===== config.mk =====
export PLATFORM = sky130hd
export DESIGN_NAME = dlfloat16_sqrt_seq
export DESIGN_NICKNAME = d
export VERILOG_FILES = /design/src/rtl/dlfloat16_sqrt_seq.sv
export SDC_FILE = /design/constraint.sdc
export NUM_CORES = 1
export LEC_CHECK = 0
export ABC_CLOCK_PERIOD_IN_PS = 6400
export CAP_MARGIN = 10
export CORE_ASPECT_RATIO = 0.5
export CORE_MARGIN = 5
export CORE_UTILIZATION = 55
export DETAILED_ROUTE_END_ITERATION = 10
export GPL_TIMING_DRIVEN = 0
export PLACE_DENSITY = 0.84
export SLEW_MARGIN = 0
export SYNTH_ARGS = -nofsm -noshare
export SYNTH_HDL_FRONTEND = slang
export SYNTH_SLANG_ARGS = --single-unit

===== constraint.sdc =====
create_clock -name clk -period 6.4 [get_ports clk]
set_input_delay 1.28 -clock clk [delete_from_list [all_inputs] [get_ports clk]]
set_output_delay 1.28 -clock clk [all_outputs]
set_load 0.01 [all_outputs]

===== src/rtl/dlfloat16_sqrt_seq.sv =====
// Lane sequencer for the shared combinational DLfloat16 sqrt unit: issues the
// active lanes of a SIMD word one per cycle and packs results and flags back.
module dlfloat16_sqrt_seq #(
    parameter int          LANES   = 4,
    parameter logic [3:0]  OP_SQRT = 4'b0100
) (
    input  logic                  clk,
    input  logic                  rst_n,
    input  logic                  in_valid,
    output logic                  in_ready,
    input  logic [16*LANES-1:0]   in_data,
    input  logic [LANES-1:0]      in_mask,
    output logic [3:0]            sq_ena,
    output logic [15:0]           sq_dl_in,
    input  logic [19:0]           sq_dl_out,
    input  logic [4:0]            sq_exc,
    output logic                  out_valid,
    input  logic                  out_ready,
    output logic [20*LANES-1:0]   out_data,
    output logic [5*LANES-1:0]    out_exc_lane,
    output logic [4:0]            out_exc_or,
    output logic [1:0]            dbg_state
);

    localparam int PW = (LANES > 1) ? $clog2(LANES) : 1;

    typedef enum logic [1:0] {IDLE = 2'd0, RUN = 2'd1, DONE = 2'd2} state_t;

    state_t                state_q;
    logic [PW-1:0]         ptr_q;
    logic [16*LANES-1:0]   data_q;
    logic [LANES-1:0]      mask_q;
    logic [20*LANES-1:0]   out_data_q;
    logic [5*LANES-1:0]    out_exc_lane_q;
    logic [4:0]            out_exc_or_q;
    logic                  out_valid_q;
    logic                  in_ready_q;
    logic [3:0]            sq_ena_q;
    logic [15:0]           sq_dl_in_q;
    logic [PW:0]           first_d;
    logic [PW:0]           next_d;

    // Returns {found, index} of the lowest set mask bit at or above start.
    function automatic logic [PW:0] find_lane(input logic [LANES-1:0] mask, input int start);
        logic [PW:0] res;
        res = '0;
        for (int i = LANES - 1; i >= 0; i--) begin
            if (i >= start && mask[i]) begin
                res = {1'b1, i[PW-1:0]};
            end
        end
        return res;
    endfunction

    always_comb begin
        first_d = find_lane(in_mask, 0);
        next_d  = find_lane(mask_q, int'(ptr_q) + 1);
    end

    always_ff @(posedge clk or negedge rst_n) begin
        if (!rst_n) begin
            state_q        <= IDLE;
            ptr_q          <= '0;
            data_q         <= '0;
            mask_q         <= '0;
            out_data_q     <= '0;
            out_exc_lane_q <= '0;
            out_exc_or_q   <= '0;
            out_valid_q    <= 1'b0;
            in_ready_q     <= 1'b1;
            sq_ena_q       <= '0;
            sq_dl_in_q     <= '0;
        end else begin
            case (state_q)
                IDLE: begin
                    if (in_valid) begin
                        data_q         <= in_data;
                        mask_q         <= in_mask;
                        out_data_q     <= '0;
                        out_exc_lane_q <= '0;
                        out_exc_or_q   <= '0;
                        in_ready_q     <= 1'b0;
                        ptr_q          <= first_d[PW-1:0];
                        if (first_d[PW]) begin
                            state_q    <= RUN;
                            sq_ena_q   <= OP_SQRT;
                            sq_dl_in_q <= in_data[16*int'(first_d[PW-1:0]) +: 16];
                        end else begin
                            state_q     <= DONE;
                            out_valid_q <= 1'b1;
                        end
                    end
                end
                RUN: begin
                    // The unit is combinational, so the result for the lane on
                    // sq_dl_in this cycle is captured at this edge.
                    out_data_q[20*int'(ptr_q) +: 20]    <= sq_dl_out;
                    out_exc_lane_q[5*int'(ptr_q) +: 5]  <= sq_exc;
                    out_exc_or_q                        <= out_exc_or_q | sq_exc;
                    if (next_d[PW]) begin
                        ptr_q      <= next_d[PW-1:0];
                        sq_dl_in_q <= data_q[16*int'(next_d[PW-1:0]) +: 16];
                    end else begin
                        state_q     <= DONE;
                        ptr_q       <= '0;
                        sq_ena_q    <= '0;
                        sq_dl_in_q  <= '0;
                        out_valid_q <= 1'b1;
                    end
                end
                DONE: begin
                    if (out_ready) begin
                        state_q     <= IDLE;
                        out_valid_q <= 1'b0;
                        in_ready_q  <= 1'b1;
                    end
                end
                default: begin
                    state_q     <= IDLE;
                    out_valid_q <= 1'b0;
                    in_ready_q  <= 1'b1;
                    sq_ena_q    <= '0;
                    sq_dl_in_q  <= '0;
                end
            endcase
        end
    end

    assign in_ready     = in_ready_q;
    assign sq_ena       = sq_ena_q;
    assign sq_dl_in     = sq_dl_in_q;
    assign out_valid    = out_valid_q;
    assign out_data     = out_data_q;
    assign out_exc_lane = out_exc_lane_q;
    assign out_exc_or   = out_exc_or_q;
    assign dbg_state    = state_q;

endmodule


### Routed clock nets over the placement, run 1

(3 px per um)
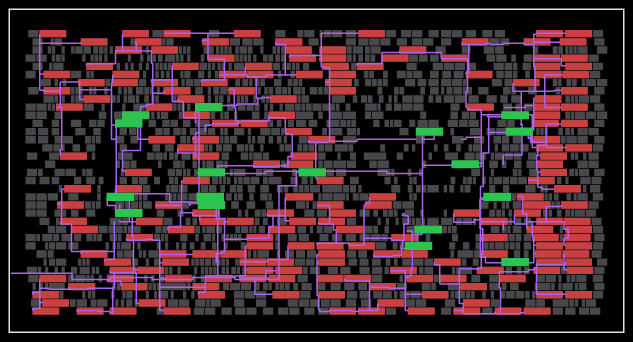
- green: clock-net drivers (count 17)
- red: flip-flops (count 196)
- purple: clock wires (length 2470 um)
- routed clock nets: 18

### I/O nets highlighted, run 1

(3 px per um)
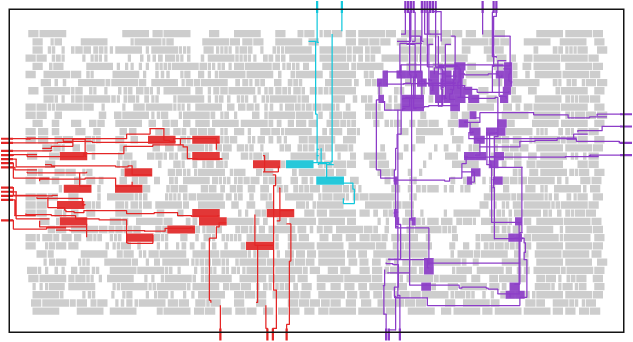
- purple: sq_dl_out (bits 20; direction input; edge 13 top, 4 right, 3 bottom; end cells 61; buffers 20; wire 1650 um)
- red: sq_dl_in (bits 16; direction output; edge 12 left, 4 bottom; end cells 16; buffers 16; wire 923 um)
- cyan: dbg_state (bits 2; direction output; edge top; end cells 2; buffers 2; wire 148 um)

### M3 wires, run 1

(2 px per um)
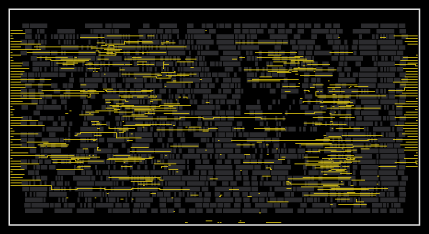
- wire length on this layer: 3800 um
- share of all routed wire: 9.8%
- main direction: horizontal
- longest straight run: 68.5 um
- nets with wire on the layer: 325

==> flow_metrics.tcl, run 1 <==
# collected from the flow reports
set metrics [dict create \
    overflow 0 \
    portBuffers 217 \
    power_leakage_uw 0.00594 \
    slowest_stage "clkdlybuf4s50_1" \
    rsz0062_at_grt "false" \
    clock_area_frac 0.0410 \
    setup_tns_ps 0 \
    worstSetupPathType "input port to register" \
    vias_per_cell 6.30 \
    status "complete, no violations" \
    gp_congestion 0.987 \
    cp_slowest_stage_delay_ps 480 \
    p_clk_frac 0.178 \
    remaining_drc_errors 0 \
    area_dominant_class "multi-input combinational cells" \
    timing.rr.start "ptr_q[0]$_DFFE_PN0P_" \
    top_layer_used "met4" \
    cts_resized 0 \
    ff_count 196 \
    grt_busiest_layer "met2" \
    cp.arrival_ps 3290 \
    switching_share 0.447 \
    first_iter_violations 1060 \
    dieHeight_um 107 \
    ys_seq_share 0.472 \
    rr_endpoint "out_data[17]$_DFFE_PN0P_" \
    met3_usage 0.0620 \
    chipArea_um2 21900 \
    yosys.area_share.aoi 0.202 \
    cts_setup_buffers 0 \
    seq_cell_power_uw 1880 \
    p_switching_uw 2650 \
]
### Clock routing, run 1

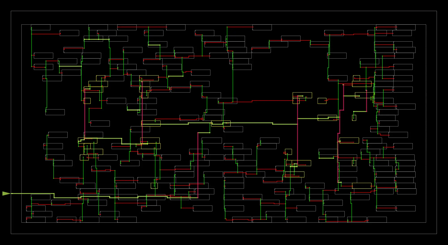

--- run 2 (diff from run 1) ---
Settings changed: ABC_CLOCK_PERIOD_IN_PS 6400 to 2540, CORE_UTILIZATION 55 to 47, PLACE_DENSITY 0.84 to 0.76.
Clock period 6.4 ns to 2.54 ns, I/O delays scaled along.
### Clock routing, run 2

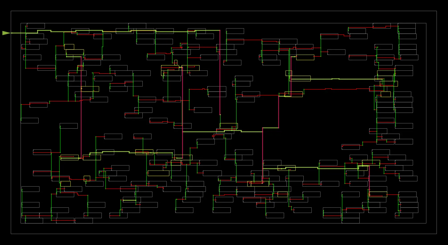
Clock net power: 2850 uW
Worst-Skew Late Latency: 460 ps
worst clock skew: 14.6 ps

### Cell classes on the final placement, run 2

(1.5 px per um)
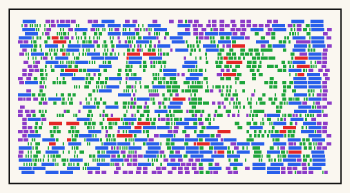
- green: remaining logic cells (cells 861; share of their area 39%)
- red: clock drivers and dummy loads (cells 31; share of their area 4.5%)
- purple: remaining buffers and delay cells (cells 303; share of their area 20%)
- blue: sequential cells (cells 196; share of their area 37%)

==> run 2 against run 1 <==
Hold slack got worse by 460 ps. Critical endpoint is now out_data[27]$_DFFE_PN0P_. Clock skew about the same. Cell area increased by 1.6%. Core utilization decreased by 9.8 points. Via count decreased by 2.3%. Clock-buffer cell count increased by 7. First-iteration DRC count decreased by 14%. Combinational power increased to 2.6 times the previous value. Sequential cell count unchanged. Cell count increased by 2.5%. Area after synthesis unchanged.
==> flow_metrics.tcl, run 2 <==
# collected from the flow reports
set metrics [dict create \
    power_leakage_uw 0.00599 \
    cts_resized 22 \
    chipArea_um2 25400 \
    gp_congestion 0.962 \
    first_iter_violations 908 \
    met3_usage 0.0616 \
    ys_seq_share 0.472 \
    dieHeight_um 115 \
    cp_slowest_stage_delay_ps 400 \
    worstSetupPathType "register to register" \
    nets 1484 \
    buffers 303 \
    rsz0062_at_grt "false" \
    portBuffers 217 \
    remaining_drc_errors 0 \
    seq_cell_power_uw 4720 \
    status "complete, no violations" \
    p_switching_uw 6680 \
    top_layer_used "met4" \
    vias_per_cell 6.01 \
    switching_share 0.434 \
    grt_busiest_layer "met2" \
    cts_setup_buffers 1 \
    setup_tns_ps 0 \
    fmax_mhz 411 \
    cp.arrival_ps 2810 \
    logic_area_um2 5100 \
    clock_area_frac 0.0442 \
    p_clk_frac 0.185 \
]
No activity file was given, so power comes from the tool's default toggle rates.
